Design regfile_access_ctrl_flat, sky130hd; sources not shown.
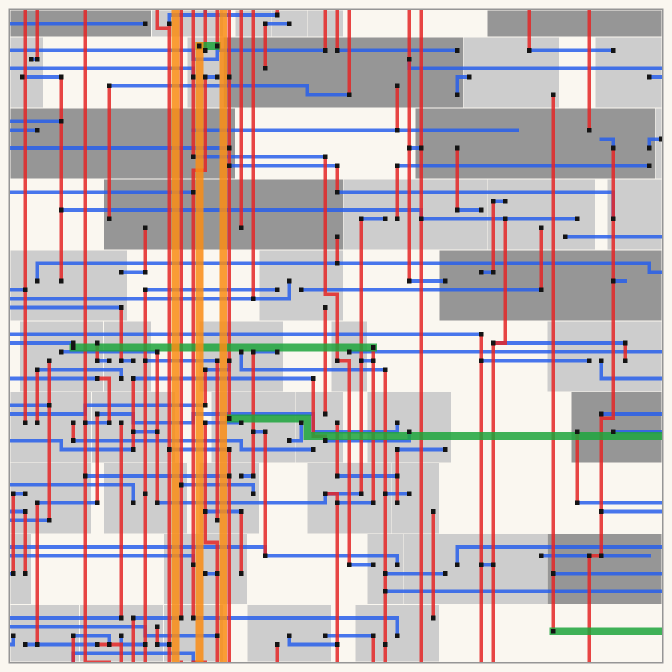
*Layout detail*
Window x 99 to 124, y 25 to 50 um. Cells in grey, sequential cells in the stronger grey; small squares are vias.
colour	layer
orange	met4
green	met3
blue	met1
red	met2
cells with their middle in the window	37
sequential cells in the window	5
most frequent	xor2_1 (9), xnor2_1 (5), dfrtp_1 (5)

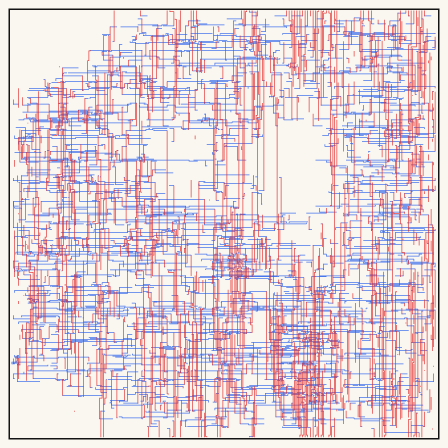
*Signal wires by layer*
Only two layers are drawn.
colour	layer	wire length
blue	met1	9,980 um
red	met2	11,900 um
Avg WL per Cell: 19.7 um
Vias: 6,531
WL final: 24.4 mm
all-layer global routing usage: 0.225

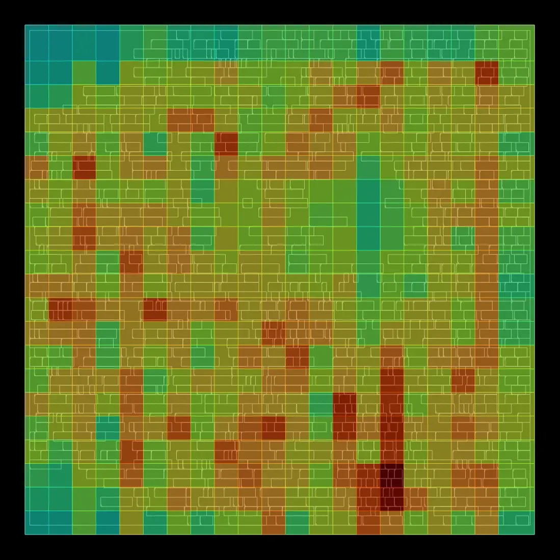
*Routing congestion*
met3 Use GR: 0.0601
busiest grt layer: met2
post-layout util: 0.688

==> flow_summary.json <==
{
  "ir_drop_mv": 0.460,
  "p_int_w": 0.00793,
  "p_comb_w": 0.00469,
  "cts_root_buf": "clkbuf_16",
  "timing.fmax_mhz": 250,
  "tapCellCount": 275,
  "inverters_excl_clock": 5,
  "clock_sinks": 266,
  "rsz0062_at_grt": "false",
  "die_width_um": 148,
  "viasPerCell": 5.27,
  "slew_headroom": 0.302,
  "instances_no_fill": 1239,
  "top_area_frac": 0.406,
  "finalMaxSlewViolations": 0,
  "pre_cts_ws_ns": 0.314,
  "syn_nets": 830,
  "min_path_type": "reg2reg",
  "start_kind": "input pin",
  "cts.clk_slew.worst_paths_ns": 0.06,
  "slowest_delay_ns": 0.60,
  "swShare": 0.328,
  "yosysWarnings": 0,
  "cts_setup_buffers": 0,
  "area_leaders": "edfxtp_1 41%, dfrtp_1 27%, mux2_2 18%",
  "power.leakage_nw": 5.77,
  "first_iter_violations": 346,
  "comb_area_frac": 0.231,
  "sh_seq_area": 0.511,
  "layout.nonclk_buf_frac": 0.170,
  "layout-drive-gt1-share": 0.270,
  "syn_avg_cell_area_um2": 15.5,
  "logic_gates": 396,
  "cp.depth": 6,
  "synth-edff-count": 148,
  "ant_nets": 0,
  "drc": 0,
  "regArea_um2": 7400,
  "post_cts_resized": 0,
  "final-comb-area_um2": 3340,
  "critPathKind": "in2out",
  "yosys_cells": 707,
  "grt_max_degree": 61,
  "insertion_delay_ns": 0.52,
  "period_used_share": 0.931,
  "ys_area_um2": 10900,
  "crit_buf_inv": 2,
  "fin_tns_setup_ns": 0,
  "grt_pass1_wl_mm": 38.1,
  "core_area_um2": 21000,
  "dominant_cells": "registers",
  "worst-path-max-fanout": 5,
  "power_density_nw_per_um2": 816,
  "yosys-top-cells-count": "176 x mux2_2, 148 x edfxtp_1, 119 x nand2_1",
  "final_area_um2": 14500,
  "die_h_um": 148,
  "clockNetworkAreaShare": 0.0623,
  "dp_cells": 1189,
  "ys.flops": 266,
  "initial_utilization": 0.520,
  "dp_hpwl_mm": 16.6,
  "reg2reg_depth": 9,
  "synth_cell_types": 38,
  "rrSetupSlack_ns": 1.26,
  "buffers": 247,
  "flops": 266,
  "synthArstFlopShare": 0.444,
  "gp_congestion": 0.851,
  "antenna_cells": 1,
  "drt-pass1-iter-count": 4,
  "largest_register_ffs": 128,
  "lay_top_cells": "230 x clkdlybuf4s50_1, 176 x mux2_2, 148 x edfxtp_1",
  "synth_seq_share": 0.676,
  "ys.flop_type": "edfxtp_1",
  "hold_viol": 0,
  "finalSetupViolCount": 0,
  "maxCapViolations": 0,
  "maxPowerGroup": "sequential cells",
  "worst-slew-pin-transition_ns": 1.04,
  "crit_path_cell_trace": "clkdlybuf4s50_1 > xnor2_1 > a311o_1 > nor4_4 > and2_2 > clkdlybuf4s50_1",
  "period_needed_ns": 4.00,
  "gr-total-overflow": 0,
  "rows": 53,
  "hold_slack_ns": 0.446,
  "fin_nets": 1066,
  "yosysTopAreaCell": "edfxtp_1",
  "areaGrowthSynthToFinish_pct": 32.2,
  "critPathTopFamily": "buffers and inverters",
  "layout_top_cell": "clkdlybuf4s50_1",
  "status": "finished clean"
}
## cell families (layout without fill, tap and decap cells)
group	Yosys count	after routing	synth area share
other cells	0	1	0
simple gates	150	150	0.0588
mux	186	186	0.194
compound gates	9	9	0.00606
fa+ha+maj	7	7	0.00801
flops	266	266	0.676
buf+inv	45	301	0.0212
xor+xnor	44	44	0.0352
## per-layer routing
| metal | wire, um | GRT usage |
|---|---|---|
| met5 | 0 | 0 |
| met4 | 419 | 0.0515 |
| met3 | 2120 | 0.0601 |
| met2 | 11900 | 0.387 |
| met1 | 9980 | 0.284 |
## per-stage QoR
step | utilization | power, W
3_5_place_dp | 0.645 | 0.00958
4_1_cts | 0.688 | 0.0119
5_1_grt | 0.688 | 0.0124
6_report | 0.688 | 0.0118
3_3_place_gp | 0.645 | 0.00942
2_1_floorplan | - | 0.00754
Power and IR drop assume default switching activity.
